Figure 1. Placed standard cells (run 1).
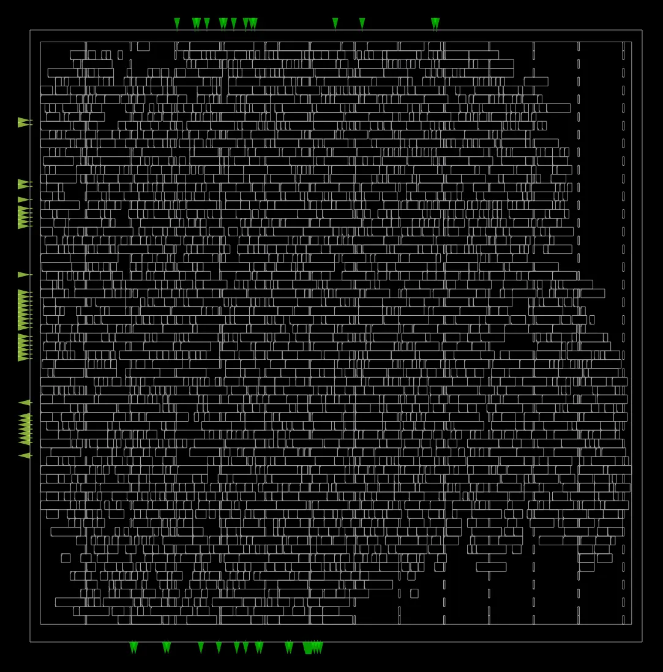
Figure 2. Logic cells by family (run 1).
The bar under the picture is 50 um long.
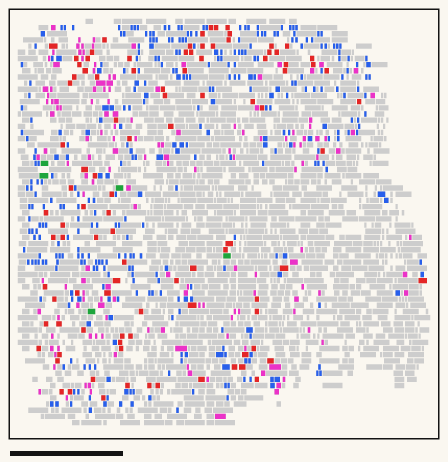
Figure 3. Clock wires, drivers and flops (run 1).
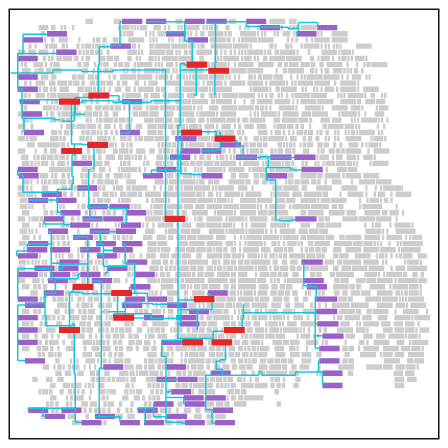
===== src/rtl/butterfly_pipe_if.sv =====
// Stream interface for butterfly_pipe: operand/mode input channel and even/odd result channel,
// each with its own valid/ready pair.
interface butterfly_pipe_if #(
  parameter int unsigned WIDTH = 12
);
  logic             in_valid;
  logic             in_ready;
  logic             in_mode;
  logic [WIDTH-1:0] in_a;
  logic [WIDTH-1:0] in_b;
  logic [WIDTH-1:0] in_w;
  logic             out_valid;
  logic             out_ready;
  logic [WIDTH-1:0] out_even;
  logic [WIDTH-1:0] out_odd;

  // Master issues operands and consumes results; slave is the butterfly.
  modport master (
    output in_valid, in_mode, in_a, in_b, in_w, out_ready,
    input  in_ready, out_valid, out_even, out_odd
  );

  modport slave (
    input  in_valid, in_mode, in_a, in_b, in_w, out_ready,
    output in_ready, out_valid, out_even, out_odd
  );
endinterface


===== src/rtl/butterfly_pipe.sv =====
// Pipelined mod-Q NTT butterfly (CT forward / GS inverse), lockstep valid/ready pipeline.
// Define BUTTERFLY_DIV2_EN to scale both GS outputs by 2^-1 mod Q in the last stage.
module butterfly_pipe #(
  parameter int unsigned WIDTH = 12,
  parameter int unsigned Q     = 3329,
  parameter int unsigned LAT   = 3
) (
  input  logic            clk,
  input  logic            rst_n,
  butterfly_pipe_if.slave bus_io
);
  localparam int unsigned      PW          = 2 * WIDTH;
  localparam logic [WIDTH-1:0] QW          = WIDTH'(Q);
  localparam logic [PW-1:0]    QP          = PW'(Q);
  localparam longint unsigned  BarrettLong = (64'd1 << PW) / 64'(Q);
  localparam logic [PW-1:0]    BarrettM    = PW'(BarrettLong);

  if (LAT != 3) begin : g_lat_check
    $error("butterfly_pipe supports LAT = 3 only");
  end

  function automatic logic [WIDTH-1:0] mod_add(input logic [WIDTH-1:0] x,
                                               input logic [WIDTH-1:0] y);
    logic [WIDTH:0] t;
    t = {1'b0, x} + {1'b0, y};
    if (t >= {1'b0, QW}) t = t - {1'b0, QW};
    return t[WIDTH-1:0];
  endfunction

  function automatic logic [WIDTH-1:0] mod_sub(input logic [WIDTH-1:0] x,
                                               input logic [WIDTH-1:0] y);
    logic [WIDTH:0] t;
    t = {1'b0, x} - {1'b0, y};
    if (t[WIDTH]) t = t + {1'b0, QW};
    return t[WIDTH-1:0];
  endfunction

`ifdef BUTTERFLY_DIV2_EN
  // x * 2^-1 mod Q for odd Q: odd values borrow one Q so the shift is exact.
  function automatic logic [WIDTH-1:0] half_mod(input logic [WIDTH-1:0] x);
    logic [WIDTH:0] t;
    t = x[0] ? ({1'b0, x} + {1'b0, QW}) : {1'b0, x};
    return WIDTH'(t >> 1);
  endfunction
`endif

  // Stage 1: captured operands
  logic             s1_valid_q, s1_valid_d;
  logic             s1_mode_q, s1_mode_d;
  logic [WIDTH-1:0] s1_a_q, s1_a_d, s1_b_q, s1_b_d, s1_w_q, s1_w_d;
  // Stage 2: full-width product; x is a (CT) or the reduced sum a+b (GS)
  logic             s2_valid_q, s2_valid_d;
  logic             s2_mode_q, s2_mode_d;
  logic [WIDTH-1:0] s2_x_q, s2_x_d;
  logic [PW-1:0]    s2_prod_q, s2_prod_d;
  // Stage 3: product reduced to [0,Q-1]
  logic             s3_valid_q, s3_valid_d;
  logic             s3_mode_q, s3_mode_d;
  logic [WIDTH-1:0] s3_x_q, s3_x_d;
  logic [WIDTH-1:0] s3_r_q, s3_r_d;
  // Output stage
  logic             out_valid_q, out_valid_d;
  logic [WIDTH-1:0] out_even_q, out_even_d;
  logic [WIDTH-1:0] out_odd_q, out_odd_d;

  logic             stall;
  logic [WIDTH-1:0] s1_sum, s1_dif;
  logic [PW-1:0]    bar_qhat;
  logic [WIDTH:0]   bar_r;

  assign stall            = out_valid_q && !bus_io.out_ready;
  assign bus_io.in_ready  = !stall;
  assign bus_io.out_valid = out_valid_q;
  assign bus_io.out_even  = out_even_q;
  assign bus_io.out_odd   = out_odd_q;

  always_comb begin
    s1_valid_d = bus_io.in_valid;
    s1_mode_d  = bus_io.in_mode;
    s1_a_d     = bus_io.in_a;
    s1_b_d     = bus_io.in_b;
    s1_w_d     = bus_io.in_w;

    // GS multiplies the difference, CT multiplies b; both by w.
    s1_sum     = mod_add(s1_a_q, s1_b_q);
    s1_dif     = mod_sub(s1_a_q, s1_b_q);
    s2_valid_d = s1_valid_q;
    s2_mode_d  = s1_mode_q;
    s2_x_d     = s1_mode_q ? s1_sum : s1_a_q;
    s2_prod_d  = {{WIDTH{1'b0}}, (s1_mode_q ? s1_dif : s1_b_q)} * {{WIDTH{1'b0}}, s1_w_q};

    // Barrett with k = 2*WIDTH: quotient estimate is low by at most one, so r < 2Q.
    bar_qhat   = PW'(({{PW{1'b0}}, s2_prod_q} * {{PW{1'b0}}, BarrettM}) >> PW);
    bar_r      = (WIDTH+1)'(s2_prod_q - bar_qhat * QP);
    if (bar_r >= {1'b0, QW}) bar_r = bar_r - {1'b0, QW};
    s3_valid_d = s2_valid_q;
    s3_mode_d  = s2_mode_q;
    s3_x_d     = s2_x_q;
    s3_r_d     = bar_r[WIDTH-1:0];

    out_valid_d = s3_valid_q;
    if (s3_mode_q) begin
`ifdef BUTTERFLY_DIV2_EN
      out_even_d = half_mod(s3_x_q);
      out_odd_d  = half_mod(s3_r_q);
`else
      out_even_d = s3_x_q;
      out_odd_d  = s3_r_q;
`endif
    end else begin
      out_even_d = mod_add(s3_x_q, s3_r_q);
      out_odd_d  = mod_sub(s3_x_q, s3_r_q);
    end
  end

  // Lockstep pipeline: every stage advances together unless the output is stalled.
  always_ff @(posedge clk or negedge rst_n) begin
    if (!rst_n) begin
      s1_valid_q  <= 1'b0;
      s1_mode_q   <= 1'b0;
      s1_a_q      <= '0;
      s1_b_q      <= '0;
      s1_w_q      <= '0;
      s2_valid_q  <= 1'b0;
      s2_mode_q   <= 1'b0;
      s2_x_q      <= '0;
      s2_prod_q   <= '0;
      s3_valid_q  <= 1'b0;
      s3_mode_q   <= 1'b0;
      s3_x_q      <= '0;
      s3_r_q      <= '0;
      out_valid_q <= 1'b0;
      out_even_q  <= '0;
      out_odd_q   <= '0;
    end else if (!stall) begin
      s1_valid_q  <= s1_valid_d;
      s1_mode_q   <= s1_mode_d;
      s1_a_q      <= s1_a_d;
      s1_b_q      <= s1_b_d;
      s1_w_q      <= s1_w_d;
      s2_valid_q  <= s2_valid_d;
      s2_mode_q   <= s2_mode_d;
      s2_x_q      <= s2_x_d;
      s2_prod_q   <= s2_prod_d;
      s3_valid_q  <= s3_valid_d;
      s3_mode_q   <= s3_mode_d;
      s3_x_q      <= s3_x_d;
      s3_r_q      <= s3_r_d;
      out_valid_q <= out_valid_d;
      out_even_q  <= out_even_d;
      out_odd_q   <= out_odd_d;
    end
  end
endmodule


===== src/flat_wrapper.sv =====
// flat-port wrapper written by rule: the top's interface ports become plain ports
module butterfly_pipe_flat 
#(
  parameter int unsigned WIDTH = 12,
  parameter int unsigned Q     = 3329,
  parameter int unsigned LAT   = 3
)
  (clk, rst_n, bus_io_in_valid, bus_io_in_mode, bus_io_in_a, bus_io_in_b, bus_io_in_w, bus_io_out_ready, bus_io_in_ready, bus_io_out_valid, bus_io_out_even, bus_io_out_odd);
  butterfly_pipe_if #(.WIDTH(WIDTH)) bus_io_i ();
  input  logic clk;
  input  logic rst_n;
  input wire logic [$bits(bus_io_i.in_valid)-1:0] bus_io_in_valid;
  input wire logic [$bits(bus_io_i.in_mode)-1:0] bus_io_in_mode;
  input wire logic [$bits(bus_io_i.in_a)-1:0] bus_io_in_a;
  input wire logic [$bits(bus_io_i.in_b)-1:0] bus_io_in_b;
  input wire logic [$bits(bus_io_i.in_w)-1:0] bus_io_in_w;
  input wire logic [$bits(bus_io_i.out_ready)-1:0] bus_io_out_ready;
  output wire logic [$bits(bus_io_i.in_ready)-1:0] bus_io_in_ready;
  output wire logic [$bits(bus_io_i.out_valid)-1:0] bus_io_out_valid;
  output wire logic [$bits(bus_io_i.out_even)-1:0] bus_io_out_even;
  output wire logic [$bits(bus_io_i.out_odd)-1:0] bus_io_out_odd;
  assign bus_io_i.in_valid = bus_io_in_valid;
  assign bus_io_i.in_mode = bus_io_in_mode;
  assign bus_io_i.in_a = bus_io_in_a;
  assign bus_io_i.in_b = bus_io_in_b;
  assign bus_io_i.in_w = bus_io_in_w;
  assign bus_io_i.out_ready = bus_io_out_ready;
  assign bus_io_in_ready = bus_io_i.in_ready;
  assign bus_io_out_valid = bus_io_i.out_valid;
  assign bus_io_out_even = bus_io_i.out_even;
  assign bus_io_out_odd = bus_io_i.out_odd;
  butterfly_pipe #(.WIDTH(WIDTH), .Q(Q), .LAT(LAT)) u_core (.clk(clk), .rst_n(rst_n), .bus_io(bus_io_i));
endmodule

===== config.mk =====
export PLATFORM = sky130hd
export DESIGN_NAME = butterfly_pipe_flat
export DESIGN_NICKNAME = d
export VERILOG_FILES = /design/src/rtl/butterfly_pipe_if.sv /design/src/rtl/butterfly_pipe.sv /design/src/flat_wrapper.sv
export SDC_FILE = /design/constraint.sdc
export NUM_CORES = 1
export LEC_CHECK = 0
export CAP_MARGIN = 15
export CORE_MARGIN = 3
export CORE_UTILIZATION = 58
export CTS_CLUSTER_DIAMETER = 100
export CTS_CLUSTER_SIZE = 28
export DETAILED_ROUTE_END_ITERATION = 16
export PLACE_DENSITY = 0.79
export SYNTH_ARGS = -nofsm -noshare
export SYNTH_HDL_FRONTEND = slang
export SYNTH_SLANG_ARGS = --single-unit

===== constraint.sdc =====
create_clock -name clk -period 9 [get_ports clk]
set_input_delay 1.35 -clock clk [delete_from_list [all_inputs] [get_ports clk]]
set_output_delay 1.35 -clock clk [all_outputs]
set_load 0.05 [all_outputs]

==> design notes, run 1 <==
The logs give 80 for the maximum number of pins on one net before global-route repair and 75 for the post-CTS resize count. The netlist area before placement is 19300 um^2, and the share of cells above drive strength 1 is 12.5%. In this run the mean area of a mapped cell was 8.89 um^2. The chip height works out to 189 um. The run gives 0 as the synthesis warning total.

The library cells used most frequently in the layout, excluding fill and tap cells, are inv_1 (345), nand2_1 (289), ha_1 (259). The post-route utilization of the core is recorded as 68.8%. After clock tree synthesis, the flow added hold-fix buffers numbering 0.

The CTS H-tree depth is 4, and the quantity of I/O buffers inserted on ports is 66. TritonCTS built the clock tree. The number of search-and-repair iterations in the first detailed-routing pass was 5. The register area came out at 3200 um^2.

In the post-synthesis netlist, the cell with the most instances is inv_1. The timing report gives the worst reg2reg path a setup slack of -0.23 ns. The run gives 0.44 ns as the clock insertion delay at the later pin of the skew report. With the sequential share of the synthesized area at 16.4%, the placed cell area is 21000 um^2. The tools report the startpoint of the tightest hold check path as u_core.s2_valid_q$_DFFE_PN0N_. Once iteration 0 of detailed routing completed, the report listed 992 DRC markers. In this run the core area contains 66 standard-cell rows. Per the synthesis report, the simple-gate share of the synthesized area is 14.7%.

The run gives -0.234 ns as the final critical-path setup slack. The run gives 0 for the residual DRC count. In this design, the stage delay of the slowest critical-path cell is 0.60 ns. The number of setup buffers added after CTS is 29. Logged for this run, the post-placement worst setup slack is -0.497 ns. From synthesis to final layout, the design area changed by 16.2%. The maximum fanout encountered on the critical timing path is 6, and the synthesis area per yosys is 19300 um^2.

Via count of the routed design: 15700. The clock sink total came out at 127. The critical path starts at u_core.s2_prod_q[10]$_DFFE_PN0N_. The floorplan step defined a core boundary enclosing 32700 um^2. At floorplan, the net count of the design was reported as 2727. The final reports fail on setup timing.

Synthesis produced a netlist whose cell count is 2177. For the pin with the worst max-slew slack, the measured transition is 1.03 ns. OpenSTA lists the critical path endpoint as u_core.s3_r_q[2]$_DFFE_PN0N_. The floorplan step set the die width to 189 um. Counting flops with a built-in enable in the synthesized netlist gives 0. On the critical path, the stage with the largest delay is an instance of fa_2. The total negative slack for setup checks is -2.14 ns. After the last flow step, the layout net total stands at 2876. The element type at the critical path end was a flop.

The worst hold slack after final layout is 0.473 ns. Overall routing resource usage recorded by global route was 28.3%. The average detailed-routed wire length per instance is 18.1 um. The final critical delay including setup and external delays is 9.23 ns, and the starting density of the core is 59.2%. STA puts the critical path data arrival time at 9.52 ns. Chip area: 35600 um^2. The top-level I/O count is 67. The run finished, with violations left.

The most frequent logic cell in the layout is inv_1. The worst setup path is launched from a flop. The worst setup path is of the reg2reg kind. Of the post-synthesis cell area, the part taken by muxes is 0.265%.

The final max-slew violation count recorded for this run is 0. The leading area contributor after synthesis is fa_1. Summing the areas of all fa, ha and maj instances in the mapped netlist gives 42.1% of the synthesized area.

The class of the tightest hold or removal check is reg2reg. For the achievable clock frequency, the log shows 108 MHz. Path depth of the worst reg2reg path: 36. Setup repair after global routing could not meet its margin everywhere.

The antenna diode instance count came out at 0. Sorting the synthesized cells by how often they occur yields inv_1 (354), nand2_1 (290), ha_1 (273). The library cell used as clock root buffer was clkbuf_16. The cell area after layout came out at 22500 um^2. The tools report the largest buffer count on any clock path as 2. According to the dpl log, the detail-placed design has an HPWL of 37.9 mm.

Per the timing report, the most critical flop-to-flop path originates at u_core.s2_prod_q[10]$_DFFE_PN0N_. The final timing report lists a hold violation count of 0. Headroom to the max-slew limit came out at 31.3%. In this run, placement finished with an instance count of 2700. STA shows the worst min-delay path finishing at u_core.s2_valid_q$_DFFE_PN0N_. The via-per-instance ratio was 5.66. The synthesized netlist was found by Yosys to have 2177 cells. Of the total synthesized cell area, the portion taken by XOR and XNOR cells is 5.96%. The run gives 127 for the post-synthesis sequential element count. Proportion of register bits with asynchronous set or reset after synthesis: 100%. The first global-routing pass estimated 81.8 mm of wire.

For the via count of the first global-routing pass, the log shows 16600. The remaining antenna violation count after routing is 0, and the clock transition at the registers of the reported paths is 0.07 ns. In the Yosys stats the netlist draws on 76 distinct library cells. The count of warning messages emitted by the tools works out to 65. The dominant combinational cell family by area after synthesis was adder cells. The part of the cycle the worst path needs was 103%; the combinational gate area was 15100 um^2. Endpoint of the worst-slack reg-to-reg timing path: u_core.s3_r_q[2]$_DFFE_PN0N_.

The portion of synthesized cell area occupied by the leading cell type was 24.4%. The required time of the critical path was 9.29 ns. Routability-driven placement finished with a final weighted congestion of 0.976. With the worst hold path cell count at 2, the initial antenna violation count is 0.

With the compound-gate portion of the synthesized area at 12.1%, the total wire length is 50.2 mm. Setup violations remaining at the end of the flow were counted as 12. The run gives 0.0119 ns for the largest clock skew in the final design. The main area contributors are fa_1 (24%), ha_1 (18%), dfrtp_1 (16%).

Per the synth stats, the flop cell with the highest instance count is dfrtp_1. Recorded from the global router log, the overflow total was 0. Clock tree synthesis inserted a total of 17 buffers.

The number of max-capacitance violations reported is 0.
## Picture notes: Figure 1
Fillers: 2543
share of cell area taken by flip-flops and latches: 14.2%
Finished Layout Cells: 2781

## Picture notes: Figure 2
magenta -> nor cells  # cells 151, most used nor2_1
red -> and/or cells  # cells 98, most used and2_1
green -> mux cells  # cells 5, most used mux2i_1, where middle left
blue -> nand cells  # cells 357, most used nand2_1, where all over the die

## Picture notes: Figure 3
purple -> flip-flops  # count 127
red -> clock-net drivers  # count 17
cyan -> clock wires  # length 2160 um
routed clock nets = 18

## run 1: per-layer routing
layer / up-vias / GRT usage, % / wire [um]
li1: 7360 / - / -
met1: 7791 / 36.1 / 20800
met2: 476 / 50.0 / 25400
met3: 117 / 3.46 / 2330
met4: 0 / 9.42 / 1690
met5: - / 0 / 0
## run 1: state kept, by name, indices dropped and copies added, names as in the netlist
| signal | cells |
|---|---|
| u_core.s1_a_q | 12 |
| u_core.s1_mode_q | 1 |
| u_core.bus_io.out_valid | 1 |
| u_core.s1_b_q | 12 |
| u_core.s3_mode_q | 1 |
| u_core.s2_mode_q | 1 |
| u_core.s2_prod_q | 24 |
| u_core.bus_io.out_odd | 12 |
| u_core.s3_x_q | 12 |
| u_core.out_valid_d | 1 |
| u_core.s3_r_q | 12 |
| u_core.bus_io.out_even | 12 |
| u_core.s1_valid_q | 1 |
| u_core.s1_w_q | 12 |
| u_core.s2_valid_q | 1 |
| u_core.s2_x_q | 12 |
## run 1: area by class of cell
| type | instances | share of cell area (%) |
|---|---|---|
| tap | 442 | 2.46 |
| sequential | 127 | 14.2 |
| timing repair buffer | 209 | 7.96 |
| inverter | 354 | 5.92 |
| clock buffer | 18 | 1.95 |
| multi-input combinational | 1617 | 67.0 |
| clock inverter | 14 | 0.540 |
## run 1: worst max-delay path, delay by kind of cell, from the launching register on
| family | cells | cell delay, ns |
|---|---|---|
| xor+xnor | 3 | 0.86 |
| flops | 1 | 0.46 |
| buf+inv | 8 | 0.86 |
| compound gates | 11 | 2.14 |
| simple gates | 3 | 0.50 |
| fa+ha+maj | 11 | 4.26 |
==> run 2: changes to the inputs <==
- CTS_CLUSTER_SIZE: 28 -> unset
- HOLD_SLACK_MARGIN: unset -> 0.05
Figure 4. Clock wires, drivers and flops (run 2).
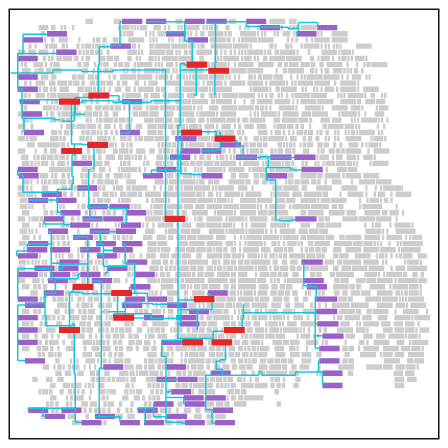
red -> clock-net drivers  # count 17
cyan -> clock wires  # length 2160 um
purple -> flip-flops  # count 127
flops lie = all over the die
routed clock nets = 18

==> design notes, run 2 <==
The run finished, with violations left. The final reports fail on setup timing. For the post-synthesis instance total, the log shows 2177 (unchanged).

TritonCTS built the clock tree. The residual DRC count came out at 0 (unchanged). The logs give 2876 (unchanged) for the post-layout net count and 28.3% (unchanged) for the aggregate global-route resource usage. The number of unique standard cell types used by synthesis is 76 (unchanged). In the synthesized netlist the dominant register cell turns out to be dfrtp_1. The path class of the tightest hold or removal check is reg2reg. The critical path is of the reg2reg type.

For the maximum number of pins on one net before global-route repair, the log shows 80 (unchanged). With the post-synthesis sequential element count at 127 (unchanged), the synthesis area per yosys is 19300 um^2 (unchanged). Sorting the synthesized cells by how often they occur yields inv_1 (354), nand2_1 (290), ha_1 (273). The largest stage delay on the critical path is 0.60 ns (about the same). The total half-perimeter wirelength after legalization and detailed placement is 37.9 mm (unchanged), and the number of search-and-repair iterations in the first detailed-routing pass is 5 (unchanged). The final critical delay including setup and external delays was 9.23 ns (unchanged); the worst hold slack after final layout was 0.473 ns (unchanged).

Largest buffer count on any clock path: 2 (unchanged). On the critical path, the stage with the largest delay is an instance of fa_2. For the via count of the routed design, the log shows 15700 (unchanged).

The maximum fanout encountered on the critical timing path works out to 6 (unchanged). The synthesized design spends more area on one cell type than any other, namely fa_1. The met3 track demand over resource in global routing was 3.46% (unchanged).

With the number of max-capacitance violations reported at 0 (unchanged), the average detailed-routed wire length per instance is 18.1 um (unchanged). The run gives 9.29 ns (about the same) as the required time of the critical path. Ranked by flip-flop count, first place goes to u_core.s2_prod_q. After global routing, the most crowded layer is met2.

The tools report the remaining antenna violation count after routing as 0 (unchanged). The met2 track demand over resource in global routing was 50.0% (unchanged). The final tally of hold violations is 0 (unchanged). The total negative slack for setup checks came out at -2.14 ns (unchanged). The logs give 0 (unchanged) for the residual overflow from global routing and 17 (unchanged) for the total CTS buffers. The run gives 127 (unchanged) as the clock sink total. The run gives 12.5% (unchanged) for the share of cells above drive strength 1. The cell family contributing the most delay on the critical path is adder cells.

The synthesized area divided by synthesized cell count was 8.89 um^2 (unchanged). The most frequent logic cell in the layout was inv_1. The part of the cycle the worst path needs was 103% (unchanged); the met1 capacity usage during global routing was 36.1% (unchanged).

The area of the placeable core was 32700 um^2 (unchanged); the floorplan die width was 189 um (unchanged). The growth of design area from synthesis to finish is 16.2% (unchanged). For the final setup violation count, the log shows 12 (unchanged). The count of buffer and inverter cells on the critical path works out to 8 (unchanged). For the initial detailed-routing violation count, the log shows 992 (unchanged). For the achievable clock frequency, the log shows 108 MHz (unchanged). By area the synthesized netlist is led by fa_1 (24%), ha_1 (18%), dfrtp_1 (16%). The run gives 16.4% (unchanged) as the sequential share of the synthesized area.

The run gives 0 (unchanged) for the final count of pins violating max slew. The run gives 100% (unchanged) for the proportion of register bits with asynchronous set or reset after synthesis. The number of placed cells counting well taps is 2700 (unchanged), and the met2 wire length is 25.4 mm (unchanged). STA classifies the critical path startpoint as a flop. The initial antenna violation count was 0 (unchanged); the via-per-instance ratio was 5.66 (unchanged). For the cell area after layout, the log shows 22500 um^2 (unchanged). Setup repair after global routing could not meet its margin everywhere.

The logs give 0 (unchanged) for the antenna diode instance count and 20.8 mm (unchanged) for the routed length on met1. Cell with the most instances after synthesis: inv_1. The via count of the first global-routing pass was 16600 (unchanged); the final core utilization was 68.8% (unchanged). The cell sitting at the root of the clock tree is a clkbuf_16. The tools report the routability congestion estimate from global placement as 0.976 (unchanged). The cell count in the Yosys report is 2177 (unchanged), and the chip area is 35600 um^2 (unchanged).

The final critical-path setup slack came out at -0.234 ns (unchanged). The clock transition at the registers of the reported paths was 0.07 ns (about the same). The netlist area before placement was 19300 um^2 (unchanged); the synthesis warning total was 0 (unchanged).

The flip-flop count of the largest register, all copies and words added works out to 24 (unchanged). For the count of non-filler cells in the finished layout, the log shows 2781 (unchanged). The element type at the critical path end is a flop. Signal routing reaches up to met4. Placed cell area: 21000 um^2 (unchanged).

The run gives 189 um (unchanged) for the chip height. The logs give 2727 (unchanged) for the number of nets in the synthesized netlist and 31.3% (unchanged) for the relative slew slack.

The count of warning messages emitted by the tools was 65 (unchanged). The clock insertion delay at the later pin of the skew report came out at 0.44 ns (about the same). The run gives 0 (unchanged) for the count of library flops with an enable pin. The total wire length was 50.2 mm (unchanged). The portion of synthesized cell area occupied by the leading cell type was 24.4% (unchanged); the starting density of the core was 59.2% (unchanged). The run gives 0.0119 ns (unchanged) as the largest clock skew in the final design. The standard-cell row count came out at 66 (unchanged).

The quantity of I/O buffers inserted on ports was 66 (unchanged); the transition time at the pin with the least slew margin was 1.03 ns (unchanged). Ranking logic cells in the layout by count gives the top entries inv_1 (345), nand2_1 (289), ha_1 (259). The first-pass GRT wire length was 81.8 mm (unchanged); the arrival time at the worst endpoint was 9.52 ns (about the same). The tools report the CTS H-tree depth as 4 (unchanged). The met3 wirelength from detailed routing is 2.33 mm (unchanged), and the top-level I/O count is 67 (unchanged).
run 2: cell counts after synthesis:
Identical to the previous run, type by type.
run 2: final timing paths:
path	from	end	slack, ns	cells past startpoint
max in group asynchronous	rst_n	u_core.bus_io.out_odd[6]$_DFFE_PN0N_	6.71	2
hold / removal	u_core.s2_valid_q$_DFFE_PN0N_	u_core.s2_valid_q$_DFFE_PN0N_	0.47	2
hold reg to reg	u_core.s2_valid_q$_DFFE_PN0N_	u_core.s2_valid_q$_DFFE_PN0N_	0.47	2
min in group asynchronous	rst_n	u_core.s1_b_q[6]$_DFFE_PN0N_	0.86	1
setup reg to reg	u_core.s2_prod_q[10]$_DFFE_PN0N_	u_core.s3_r_q[2]$_DFFE_PN0N_	-0.23	36
setup / recovery	u_core.s2_prod_q[10]$_DFFE_PN0N_	u_core.s3_r_q[2]$_DFFE_PN0N_	-0.23	36
run 2: cells by family (layout without fill, tap and decap cells):
family,after synthesis,after routing,synth area share [%]
multiplexers,5,5,0.265
AND-OR/OR-AND,368,369,12.1
buffers and inverters,435,595,8.49
flip-flops,127,127,16.4
AND/OR/NAND/NOR,606,606,14.7
adder cells (fa/ha/maj),509,509,42.1
XOR/XNOR,127,128,5.96
run 2: final cells by class:
cell class / instances / area, um^2
clock buffer: 18 / 439
sequential: 127 / 3200
inverter: 354 / 1330
clock inverter: 14 / 121
tap: 442 / 553
multi-input combinational: 1617 / 15100
timing repair buffer: 209 / 1790
fill: 2543 / 10200
run 2: timing repair:
| action | CTS | global route |
|---|---|---|
| resized | 75 | 51 |
| cloned | 2 | 0 |
| setup endpoints to repair | 12 | 15 |
| pin swaps | 90 | 56 |
| endpoints found under the hold margin | 0 | 0 |
| hold buffers | 0 | 0 |
| setup buffers | 29 | 18 |
Figure 5. Signal metal coverage by tile (run 2).
38 x 38 tiles, from black (low) to pale yellow (high), scaled to the fullest tile. Values are wire area over tile area, all layers added.
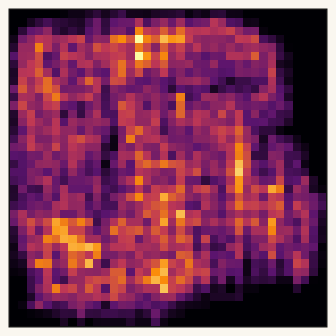

==> run 3: changes to the inputs <==
- CORE_UTILIZATION: 58 -> 59
- CTS_BUF_LIST: unset -> sky130_fd_sc_hd__clkbuf_4 sky130_fd_sc_hd__clkbuf_8
- PLACE_DENSITY: 0.79 -> 0.8
Figure 6. Signal metal coverage by tile (run 3).
37 x 37 tiles, from black (low) to pale yellow (high), scaled to the fullest tile. Values are wire area over tile area, all layers added.
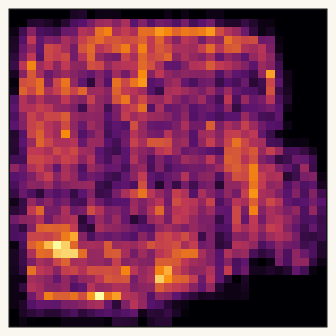
tiles over half the peak = 18%
fullest tile = 0.70
densest ninth of the die = top center
nearly empty tiles = 14%
mean over tiles = 0.22
emptiest ninth of the die = lower right

==> design notes, run 3 <==
The simple-gate share of the synthesized area is 14.7% (unchanged). The run gives 65 (-1.5%) for the standard-cell row count. The most used flip-flop cell after synthesis is dfrtp_1. The run gives 187 um (-0.82%) for the chip height. The path depth of the worst reg2reg path works out to 34 (-5.6%). The via-per-instance ratio is 5.69 (+0.57%).

Number of filler instances in the final layout: 2449 (-3.7%). With the quantity of I/O buffers inserted on ports at 66 (unchanged), the top-level I/O count is 67 (unchanged).

The synthesis warning total was 0 (unchanged); the arrival time at the worst endpoint was 9.45 ns (-0.07 ns). The clock sink total was 127 (unchanged); the floorplan die width was 187 um (-0.82%). The xor and xnor area share after synthesis was 5.96% (unchanged). The critical path starts at u_core.s2_prod_q[9]$_DFFE_PN0N_.

The post-synthesis sequential element count is 127 (unchanged). The run gives 35000 um^2 (-1.6%) for the chip area. Maximum fanout encountered on the critical timing path: 6 (unchanged). The count of library flops with an enable pin was 0 (unchanged). STA classifies the critical path endpoint as a flop. The achievable clock frequency is 110 MHz (+1.1%), and the initial detailed-routing violation count is 1011 (+1.9%). Setup repair after global routing could not meet its margin everywhere. The maximum number of pins on one net before global-route repair is 78 (-2.5%). With the clock transition at the registers of the reported paths at 0.08 ns (about the same), the initial antenna violation count is 0 (unchanged). The tools report the required time of the critical path as 9.32 ns (+0.03 ns). Grouping non-sequential cells by family puts the most area in adder cells. TritonCTS built the clock tree. The cell with the most instances after synthesis is inv_1. The final count of pins violating max slew is 0 (unchanged), and the number of max-capacitance violations reported is 0 (unchanged). The number of placed cells counting well taps is 2693 (-0.26%). According to the timing report, the critical path is captured at u_core.s3_r_q[4]$_DFFE_PN0N_. The run gives 0.956 (-2.0%) as the routability congestion estimate from global placement.

Aggregate global-route resource usage: 28.2% (-0.087 points). The area fraction in mux cells was 0.265% (unchanged). The starting density of the core is 60.5% (+1.4 points). The run finished, with violations left. The run gives 0 (unchanged) as the final tally of hold violations.

The flow measured a signed area growth from synthesis to layout of 13.4%. Looking at the clock tree report, the root buffer type is clkbuf_8. With the final setup violation count at 12 (unchanged), the residual DRC count is 0 (unchanged). The cell count in the Yosys report is 2177 (unchanged), and the remaining antenna violation count after routing is 0 (unchanged). Via count of the routed design: 15700 (-0.59%). Class of the tightest hold or removal check: reg2reg. By area the synthesized netlist is led by fa_1 (24%), ha_1 (18%), dfrtp_1 (16%).

The average detailed-routed wire length per instance works out to 17.7 um (-2.3%). Ranking logic cells in the layout by count gives the top entries inv_1 (348), nand2_1 (289), ha_1 (267). The critical path is of the reg2reg type. The tools report the launching point of the worst reg2reg path as u_core.s2_prod_q[9]$_DFFE_PN0N_.

Adder-cell share of the synthesized area: 42.1% (unchanged). The run gives 0.48 ns (+0.04 ns) for the clock insertion delay at the later pin of the skew report. STA classifies the critical path startpoint as a flop. The run gives 10.2% (-2.3 points) for the share of cells above drive strength 1. By count the netlist is led by inv_1 (354), nand2_1 (290), ha_1 (273). With the flip-flop count of the largest register, all copies and words added at 24 (unchanged), the first-pass GRT wire length is 80.8 mm (-1.2%). With the final critical delay including setup and external delays at 9.13 ns (-0.103 ns), the netlist area before placement is 19300 um^2 (unchanged).

The residual overflow from global routing came out at 0 (unchanged). The run gives 2 (unchanged) for the worst hold path cell count. The compound-gate portion of the synthesized area was 12.1% (unchanged). The leading area contributor after synthesis was fa_1. The synthesized area divided by synthesized cell count was 8.89 um^2 (unchanged). The largest clock skew in the final design was 0.0139 ns (+0.00199 ns); the transition time at the pin with the least slew margin was 1.00 ns (-0.0290 ns). For the final core utilization, the log shows 68.6% (-0.14 points). The combinational gate area came out at 14900 um^2 (-1.2%). The synthesis area per yosys is 19300 um^2 (unchanged), and the number of unique standard cell types used by synthesis is 76 (unchanged). Counting stages on the worst path, the most repeated cell is ha_1. The area of the placeable core is 32000 um^2 (-2.3%). Per the timing report, the most critical flop-to-flop path finishes at u_core.s3_r_q[4]$_DFFE_PN0N_. The number of nets in the synthesized netlist is 2727 (unchanged). Largest stage delay on the critical path: 0.58 ns (-0.02 ns).

The most frequent logic cell in the layout is inv_1. The final critical-path setup slack is -0.131 ns (+0.103 ns), and the count of non-filler cells in the finished layout is 2749 (-1.2%). The tools report the register area as 3190 um^2 (-0.12%). The sequential share of the synthesized area came out at 16.4% (unchanged).

The run gives -1.03 ns (+1.11 ns) for the total negative slack for setup checks. The total CTS buffers was 17 (unchanged); the total half-perimeter wirelength after legalization and detailed placement was 38.2 mm (+0.84%). The relative slew slack was 33.2% (+1.9 points). The checks that failed: setup timing. The antenna diode instance count is 0 (unchanged).

The count of warning messages emitted by the tools works out to 65 (unchanged). Looking at hold timing, the worst path starts from u_core.out_valid_d$_DFFE_PN0N_. The post-layout net count came out at 2852 (-0.83%).

The sink of the worst hold path was u_core.out_valid_d$_DFFE_PN0N_. The top register by number of flip-flops is u_core.s2_prod_q. Post-cts hold buffer count: 0 (unchanged). The part of the cycle the worst path needs is 101% (-1.1 points). With the portion of synthesized cell area occupied by the leading cell type at 24.4% (unchanged), the CTS H-tree depth is 4 (unchanged). The post-synthesis instance total was 2177 (unchanged); the largest buffer count on any clock path was 2 (unchanged). The run gives -0.13 ns (+0.10 ns) for the worst setup slack for register-to-register paths. With the total wire length at 48.5 mm (-3.4%), the proportion of register bits with asynchronous set or reset after synthesis is 100% (unchanged). The largest individual stage delay along the critical path comes from the cell xnor3_2.

The via count of the first global-routing pass is 16400 (-0.95%). Number of search-and-repair iterations in the first detailed-routing pass: 6 (+1).
-- run 3: cell count changes in the layout (fill, tap and decap cells not counted), sizes merged --
cell / previous run / this run
inv: 362 / 355
bufinv: 0 / 4
clkbuf: 18 / 22
clkinv: 5 / 3
buf: 144 / 120
-- run 3: repair_timing --
| action | in CTS | in global routing |
|---|---|---|
| resized | 41 | 43 |
| gates cloned | 2 | 0 |
| setup buffers | 14 | 8 |
| setup endpoints to repair | 12 | 14 |
| pin swaps | 36 | 52 |
-- run 3: per-stage QoR --
step	hold slack [ns]	area [um^2]	worst slack, ns
floorplan	0.430	19300	0.0865
finish	0.467	21900	-0.131
global placement	0.447	21000	-0.0142
detailed placement	0.448	21000	-0.410
CTS	0.468	21700	-0.00323
global route	0.482	21900	-0.450
-- run 3: final cells by class --
class	instances	share of cell area (%)
Clock buffer	22	1.27
Tap cell	435	2.48
Multi-Input combinational cell	1617	67.8
Timing Repair Buffer	185	7.11
Clock inverter	9	0.725
Inverter	354	6.07
Sequential cell	127	14.6
-- run 3: worst max-delay path: cells and delay by family (launching register included) --
kind | cells | cell delay [ns]
adder cells (fa/ha/maj) | 11 | 4.42
AND-OR/OR-AND | 10 | 1.72
XOR/XNOR | 3 | 0.91
AND/OR/NAND/NOR | 4 | 0.90
buffers and inverters | 6 | 0.59
flip-flops | 1 | 0.44
-- run 3: cells by family after synthesis --
group	Yosys count
AND-OR/OR-AND	368
XOR/XNOR	127
adder cells (fa/ha/maj)	509
buffers and inverters	435
flip-flops	127
multiplexers	5
AND/OR/NAND/NOR	606
-- run 3: routing by layer --
layer	share of wire (%)	wire length, um	global-route usage, %
met5	0	0	0
met4	2.9	1410	8.93
met3	4.5	2160	3.07
met2	51	24700	49.9
met1	42	20300	36.3

## Gallery

Zoomed window.
image #1
The bar under the picture is 10 um long. Region (82, 44) to (107, 69) um. Cells in gray, sequential cells in the stronger gray; small squares are vias.
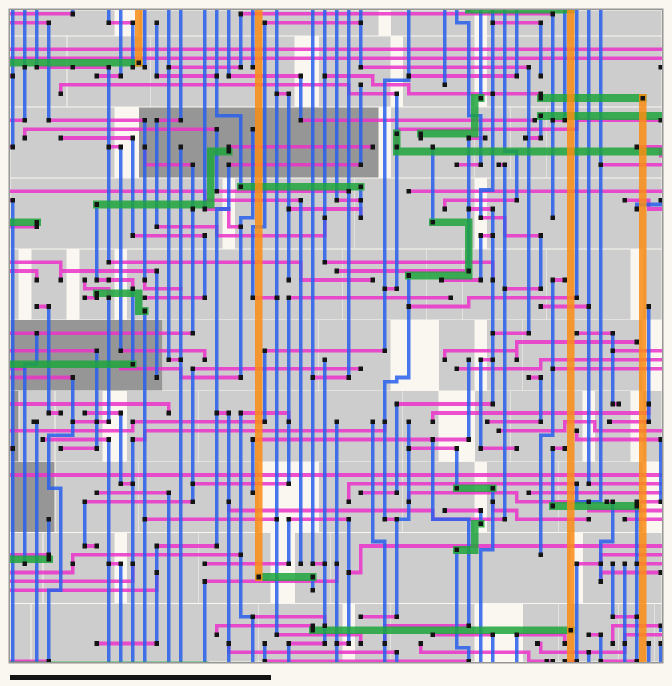
image #2
The bar under the picture is 10 um long. Region (81, 44) to (106, 69) um. Cells in gray, sequential cells in the stronger gray; small squares are vias.
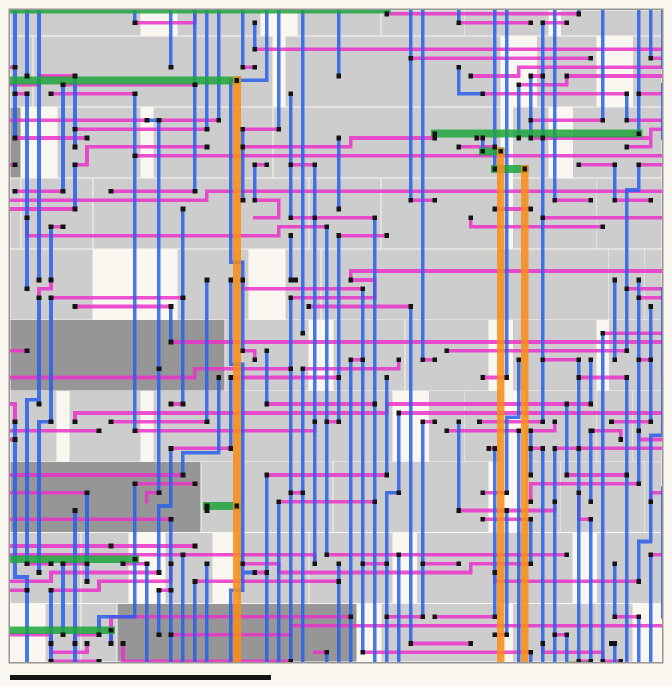
image #2: run 3
image #1: run 2

Key to image #1:
blue -> M2
green -> M3
orange -> M4
magenta -> M1
netlist names of flops here include = `u_core.s3_r_q` (2)
cells with their middle in the window = 56
sequential cells in the window = 2
most frequent = buf_4 (8), inv_1 (7)

